==> config.mk <==
export PLATFORM = sky130hd
export DESIGN_NAME = reorder_buffer
export DESIGN_NICKNAME = d
export VERILOG_FILES = /design/src/rtl/reorder_buffer_pkg.sv /design/src/rtl/reorder_buffer.sv
export SDC_FILE = /design/constraint.sdc
export NUM_CORES = 1
export LEC_CHECK = 0
export CORE_MARGIN = 4
export CORE_UTILIZATION = 61
export CTS_CLUSTER_DIAMETER = 150
export DETAILED_ROUTE_END_ITERATION = 10
export MAX_ROUTING_LAYER = met4
export PLACE_DENSITY = 0.81
export SYNTH_ARGS = -nofsm -noshare
export SYNTH_HDL_FRONTEND = slang
export SYNTH_SLANG_ARGS = --single-unit
==> constraint.sdc <==
create_clock -name clk -period 3.81 [get_ports clk]
set_clock_uncertainty 0.15 [all_clocks]
set_input_delay 0.762 -clock clk [delete_from_list [all_inputs] [get_ports clk]]
set_output_delay 0.762 -clock clk [all_outputs]
set_load 0.03 [all_outputs]
==> src/rtl/reorder_buffer_pkg.sv <==
// ---------------------------------------------------------------------------
// reorder_buffer_pkg
// Shared widths, tag constants and the per-entry payload type for the
// reorder buffer.
//   ROB_IDX_LN    : tag width; tag space is ROB_SIZE = 1 << ROB_IDX_LN
//   ZERO_ROB_IDX  : reserved tag meaning "value ready, no producer"
//   ROB_FIRST_IDX : first live tag; pointers wrap back here, never to 0
//   REG_IDX_LN    : architectural register index width
//   WORD_LN       : data word width
// ---------------------------------------------------------------------------
package reorder_buffer_pkg;

    localparam int ROB_IDX_LN    = 4;
    localparam int ROB_SIZE      = 1 << ROB_IDX_LN;
    localparam int ZERO_ROB_IDX  = 0;
    localparam int ROB_FIRST_IDX = 1;
    localparam int REG_IDX_LN    = 5;
    localparam int WORD_LN       = 32;

    // Payload carried by each entry; busy/ready live in separate vectors so
    // that flush can clear them in a single step.
    typedef struct packed {
        logic                  wb;
        logic [REG_IDX_LN-1:0] rd;
        logic [WORD_LN-1:0]    val;
    } rob_entry_t;

endpackage

==> src/rtl/reorder_buffer.sv <==
// ---------------------------------------------------------------------------
// reorder_buffer
// Circular in-order reorder buffer. Hands out tags to decoded instructions,
// collects out-of-order results from the CDB and retires the head in program
// order. Tag 0 is reserved, so live tags are 1..ROB_SIZE-1.
// Ports:
//   clk, rst                     clock, synchronous active-high reset
//   rsy                          global ready; low freezes all state
//   rob_rb                       rollback/flush
//   id_alloc_ena/wb/rd           allocation request from decode
//   id_alloc_idx                 tag granted (current tail)
//   rob_full, rob_empty          occupancy flags from registered count
//   id_qry_idx1/2                operand producer tags
//   id_qry_rdy1/2, id_qry_val1/2 operand availability and value
//   cdb_ena/idx/val              completion broadcast
//   rob_wr_ena/rd/val/idx        retirement write to the register file
// ---------------------------------------------------------------------------
module reorder_buffer
    import reorder_buffer_pkg::*;
(
    input  logic                  clk,
    input  logic                  rst,
    input  logic                  rsy,
    input  logic                  rob_rb,
    input  logic                  id_alloc_ena,
    input  logic                  id_alloc_wb,
    input  logic [REG_IDX_LN-1:0] id_alloc_rd,
    output logic [ROB_IDX_LN-1:0] id_alloc_idx,
    output logic                  rob_full,
    output logic                  rob_empty,
    input  logic [ROB_IDX_LN-1:0] id_qry_idx1,
    input  logic [ROB_IDX_LN-1:0] id_qry_idx2,
    output logic                  id_qry_rdy1,
    output logic                  id_qry_rdy2,
    output logic [WORD_LN-1:0]    id_qry_val1,
    output logic [WORD_LN-1:0]    id_qry_val2,
    input  logic                  cdb_ena,
    input  logic [ROB_IDX_LN-1:0] cdb_idx,
    input  logic [WORD_LN-1:0]    cdb_val,
    output logic                  rob_wr_ena,
    output logic [REG_IDX_LN-1:0] rob_wr_rd,
    output logic [WORD_LN-1:0]    rob_wr_val,
    output logic [ROB_IDX_LN-1:0] rob_wr_idx
);

    typedef logic [ROB_IDX_LN-1:0] rob_idx_t;

    localparam rob_idx_t LAST_IDX  = rob_idx_t'(ROB_SIZE - 1);
    localparam rob_idx_t FIRST_IDX = rob_idx_t'(ROB_FIRST_IDX);
    localparam rob_idx_t ZERO_IDX  = rob_idx_t'(ZERO_ROB_IDX);

    logic [ROB_SIZE-1:0] busy_q, busy_d;
    logic [ROB_SIZE-1:0] ready_q, ready_d;
    rob_entry_t          entry_q [ROB_SIZE];
    rob_entry_t          entry_d [ROB_SIZE];
    rob_idx_t            head_q, head_d;
    rob_idx_t            tail_q, tail_d;
    rob_idx_t            count_q, count_d;

    logic alloc;
    logic retire;

    // Pointer advance skips the reserved tag 0.
    function automatic rob_idx_t next_idx(input rob_idx_t idx);
        if (idx == LAST_IDX) begin
            return FIRST_IDX;
        end
        return idx + rob_idx_t'(1);
    endfunction

    // Tag 0 and a matching broadcast are ready immediately; otherwise the
    // entry must be busy and already completed.
    function automatic logic [WORD_LN:0] query(input rob_idx_t idx);
        if (idx == ZERO_IDX) begin
            return {1'b1, {WORD_LN{1'b0}}};
        end
        if (cdb_ena && cdb_idx == idx) begin
            return {1'b1, cdb_val};
        end
        return {busy_q[idx] && ready_q[idx], entry_q[idx].val};
    endfunction

    // Occupancy flags and the handshake terms. Both allocation and retire
    // are blocked by a stall or a flush; retire only looks at registered
    // ready, so a same-cycle broadcast to the head retires one cycle later.
    always_comb begin
        rob_full     = (count_q == LAST_IDX);
        rob_empty    = (count_q == ZERO_IDX);
        id_alloc_idx = tail_q;
        alloc        = id_alloc_ena && !rob_full && rsy && !rob_rb;
        retire       = rsy && !rob_rb && busy_q[head_q] && ready_q[head_q];
        rob_wr_ena   = retire && entry_q[head_q].wb;
        rob_wr_rd    = entry_q[head_q].rd;
        rob_wr_val   = entry_q[head_q].val;
        rob_wr_idx   = head_q;
        {id_qry_rdy1, id_qry_val1} = query(id_qry_idx1);
        {id_qry_rdy2, id_qry_val2} = query(id_qry_idx2);
    end

    // Next-state: flush wipes everything; otherwise apply completion, then
    // retire at the head, then allocation at the tail. Allocation never
    // lands on the head slot while it is live because full blocks it.
    always_comb begin
        busy_d  = busy_q;
        ready_d = ready_q;
        entry_d = entry_q;
        head_d  = head_q;
        tail_d  = tail_q;
        count_d = count_q;
        if (rsy) begin
            if (rob_rb) begin
                busy_d  = '0;
                ready_d = '0;
                head_d  = FIRST_IDX;
                tail_d  = FIRST_IDX;
                count_d = ZERO_IDX;
            end else begin
                if (cdb_ena && cdb_idx != ZERO_IDX && busy_q[cdb_idx]) begin
                    ready_d[cdb_idx]     = 1'b1;
                    entry_d[cdb_idx].val = cdb_val;
                end
                if (retire) begin
                    busy_d[head_q]  = 1'b0;
                    ready_d[head_q] = 1'b0;
                    head_d          = next_idx(head_q);
                end
                if (alloc) begin
                    busy_d[tail_q]     = 1'b1;
                    ready_d[tail_q]    = 1'b0;
                    entry_d[tail_q].wb = id_alloc_wb;
                    entry_d[tail_q].rd = id_alloc_rd;
                    tail_d             = next_idx(tail_q);
                end
                if (alloc && !retire) begin
                    count_d = count_q + rob_idx_t'(1);
                end else if (retire && !alloc) begin
                    count_d = count_q - rob_idx_t'(1);
                end
            end
        end
    end

    // Control state with synchronous reset.
    always_ff @(posedge clk) begin
        if (rst) begin
            busy_q  <= '0;
            ready_q <= '0;
            head_q  <= FIRST_IDX;
            tail_q  <= FIRST_IDX;
            count_q <= ZERO_IDX;
        end else begin
            busy_q  <= busy_d;
            ready_q <= ready_d;
            head_q  <= head_d;
            tail_q  <= tail_d;
            count_q <= count_d;
        end
    end

    // Payload is only ever read behind busy/ready, so it needs no reset.
    always_ff @(posedge clk) begin
        entry_q <= entry_d;
    end

endmodule

### Met3 routing

Bar = 50 um.
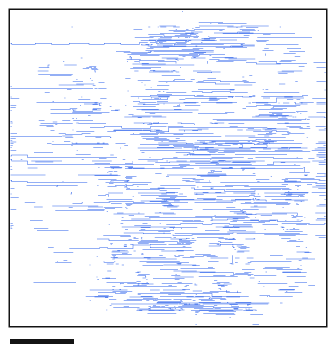
wire length on this layer: 13900 um
share of all routed wire: 13%
Routed Wire Length: 110 mm
via count: 23.3k
Global Route met3 Usage: 0.0986

### Routed metal, one color a layer

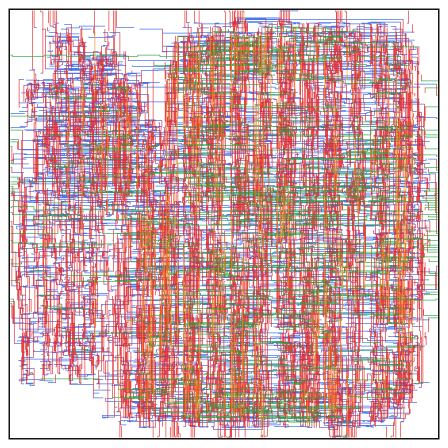
legend:
  metal 4:
    color: orange
    wire_length: 6770 um
  metal 3:
    color: green
    wire_length: 13900 um
  metal 2:
    color: red
    wire_length: 54.0 mm
  metal 1:
    color: blue
    wire_length: 35.2 mm
average wire per cell in the routed design: 35.5 um
All-Layer GR Usage: 0.375

### Zoomed window

Window x 104 to 144, y 54 to 94 um. Cells in gray, sequential cells in the stronger gray; small squares are vias.
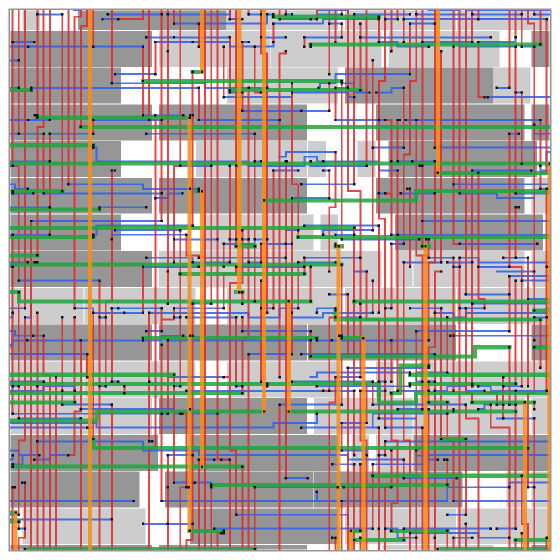
legend:
  metal 2:
    color: red
  metal 1:
    color: blue
  metal 3:
    color: green
  metal 4:
    color: orange
cells with their middle in the window: 65
sequential cells in the window: 26
most frequent: edfxtp_1 (26), mux4_2 (22), nand2_1 (5)
netlist names of flops here include: `entry_q` (26)

### Placed standard cells

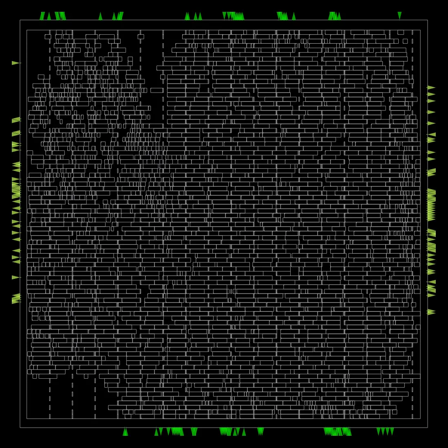
num sequential: 652
Tapcell Cnt: 756
register share of the cell area: 0.454
number of core rows: 87

### Clock wires, drivers and flops

Bar = 50 um.
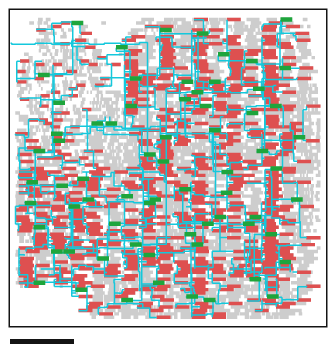
legend:
  clock wires:
    color: cyan
    length: 8040 um
  clock drivers:
    color: green
    count: 68
  flip-flops:
    color: red
    count: 652
routed clock nets: 69
flops lie: widely spread
clock group total power: 6.83 mW
clock latency reported for the late side of the worst-skew pair: 0.60 ns

==> Slide: Implementation Results <==
Run Summary

Clock network
  • Total of hold buffers inserted after clock tree synthesis: 0
  • Buffer type at the clock tree root: sky130_fd_sc_hd__clkbuf_16
  • Post-CTS sizing: 24
  • TritonCTS clock tree: yes
  • Register clock-pin slew on the reported worst setup and hold paths: 0.06 ns
  • Number of buffers created by CTS: 68
  • Setup bufs post-CTS: 7
  • Clock buffer depth: 3
  • Clock Sink Count: 652

Yosys
  • Count of warnings emitted by yosys: 0
  • Gate count of the mapped netlist: 1992
  • Cell total in the yosys stat output: 1992
  • Parity-gate share of the synthesized area counting xor and xnor cells: 0.00295
  • Post-Synthesis Cell Area: 0.0352 mm2
  • Average instance area after synthesis: 17.7 um2
  • Largest type area fraction: 0.519
  • And-or/or-and share of the synthesized area: 0.0338
  • Post-synth area hogs: sky130_fd_sc_hd__edfxtp_1 (52%), sky130_fd_sc_hd__mux4_2 (33%), sky130_fd_sc_hd__dfxtp_1 (2.5%), sky130_fd_sc_hd__nand2_1 (1.9%), sky130_fd_sc_hd__and2_1 (1.8%)
  • Simple-gate share of the synthesized area: 0.0566
  • Main logic family after synthesis: multiplexers
  • Ys flops: 652

Min path
  • Worst min path class: flop to flop

Routing
  • Routed met2 length: 54.0 mm
  • DRT Pass-1 Iters: 5
  • Initial detailed-routing violation count: 3362
  • DR vias/cell: 7.54
  • Top sig layer: met4
  • Remaining routing DRC violations: 0
  • Met3 WL post-DR: 13.9 mm
  • Tally of nets with antenna violations remaining after routing: 0

Finish
  • Dominant logic cell types in the final layout: sky130_fd_sc_hd__edfxtp_1 (608), sky130_fd_sc_hd__mux4_2 (523), sky130_fd_sc_hd__buf_4 (182)
  • Post-layout instance area: 0.0422 mm2
  • Number of fillers in the final layout: 3189
  • Area Growth Syn to Fin: 19.9%
  • Fraction of layout instances using a drive strength above 1: 0.411
  • Layout net count: 2353
  • Commonest Layout Cell: sky130_fd_sc_hd__edfxtp_1

Die
  • Horizontal extent of the die: 248 um
  • Die H: 248 um
  • Initial core utilization: 0.621

Placed design
  • Half-perimeter wire length after placement: 67.5 mm
  • RePlAce Congestion: 0.956
  • Setup Slack @ Placement: 0.0651 ns
  • Cell Count Post-Placement: 2961
  • Placed cell areas: 0.0398 mm2

Worst setup path
  • Number of buffer and inverter instances along the worst setup path: 3
  • Worst endpoint required time: 2.90 ns
  • Data arrival, critical path: 2.88 ns
  • Highest fanout seen on the critical path: 46
  • Kind of critical path: input port to primary output
  • Largest stage delay on the critical path: 0.51 ns
  • Slowest stage cell on the critical path: sky130_fd_sc_hd__mux4_2
  • Ordered cell list for the critical path: buf_6 > buf_4 > mux4_2 > mux4_2 > nand2_1 > a21oi_1 > buf_4
  • Critical Path Sink Type: primary output

Power and ir drop
  • Total combinational power: 1.82 mW
  • Net switching power of the design: 3.82 mW
  • Share of total power in the clock network: 0.414
  • Sequential share of power: 0.476
  • Gate power share: 0.110
  • Power per standard cell area: 391 mW/mm2
  • Total power consumption of the routed design: 16.5 mW
  • Power attributed to sequential cells: 7.86 mW
  • Cell internal power dissipation: 12.7 mW

Global route
  • Met2 routing resource usage after global routing: 0.585
  • Global-route track usage on met1: 0.466
  • Remaining global-route overflow: 0
  • First-pass GRT wire length: 162 mm
  • Maximum number of pins on one net before global-route repair: 47

Timing
  • Hold Vio Cnt, Final: 0
  • Number of max-slew violations in the final report: 0
  • Slew of the pin with the lowest slew margin: 1.04 ns
  • Post-layout period usage of the worst path: 0.997
  • Crit path setup slack, layout: 0.0132 ns
  • WHS: 0.348 ns
  • Highest attainable clock frequency: 0.263 GHz
  • Setup TNS: 0 ns
  • Relative max-transition margin: 0.307
  • Setup-failing EPs final: 0

Flow run
  • Tool warning count: 32
  • Number of max-cap violations: 0

Run status
  • Result of the run: complete, no violations
==> final timing paths <==
path	from	slack [ns]	depth (start not counted)	endpoint
setup / recovery	id_qry_idx2[1]	0.01	7	id_qry_val2[1]
hold / removal	ready_q[0]$_SDFFE_PP0P_	0.35	2	ready_q[0]$_SDFFE_PP0P_
setup reg to reg	rob_wr_idx[0]$_SDFFE_PP1P_	0.47	14	count_q[3]$_SDFFE_PP0P_
hold reg to reg	ready_q[0]$_SDFFE_PP0P_	0.35	2	ready_q[0]$_SDFFE_PP0P_
==> cell type report <==
cell class	instances	area, um2	area share
antenna	5	12.5	0.000297
multi-input combinational	1187	15500	0.369
clock inverter	40	445	0.0106
sequential	652	19200	0.454
clock buffer	79	1790	0.0423
timing repair buffer	365	4260	0.101
inverter	12	45.0	0.00107
tap	756	946	0.0224
No activity file was given, so power comes from the tool's default toggle rates.
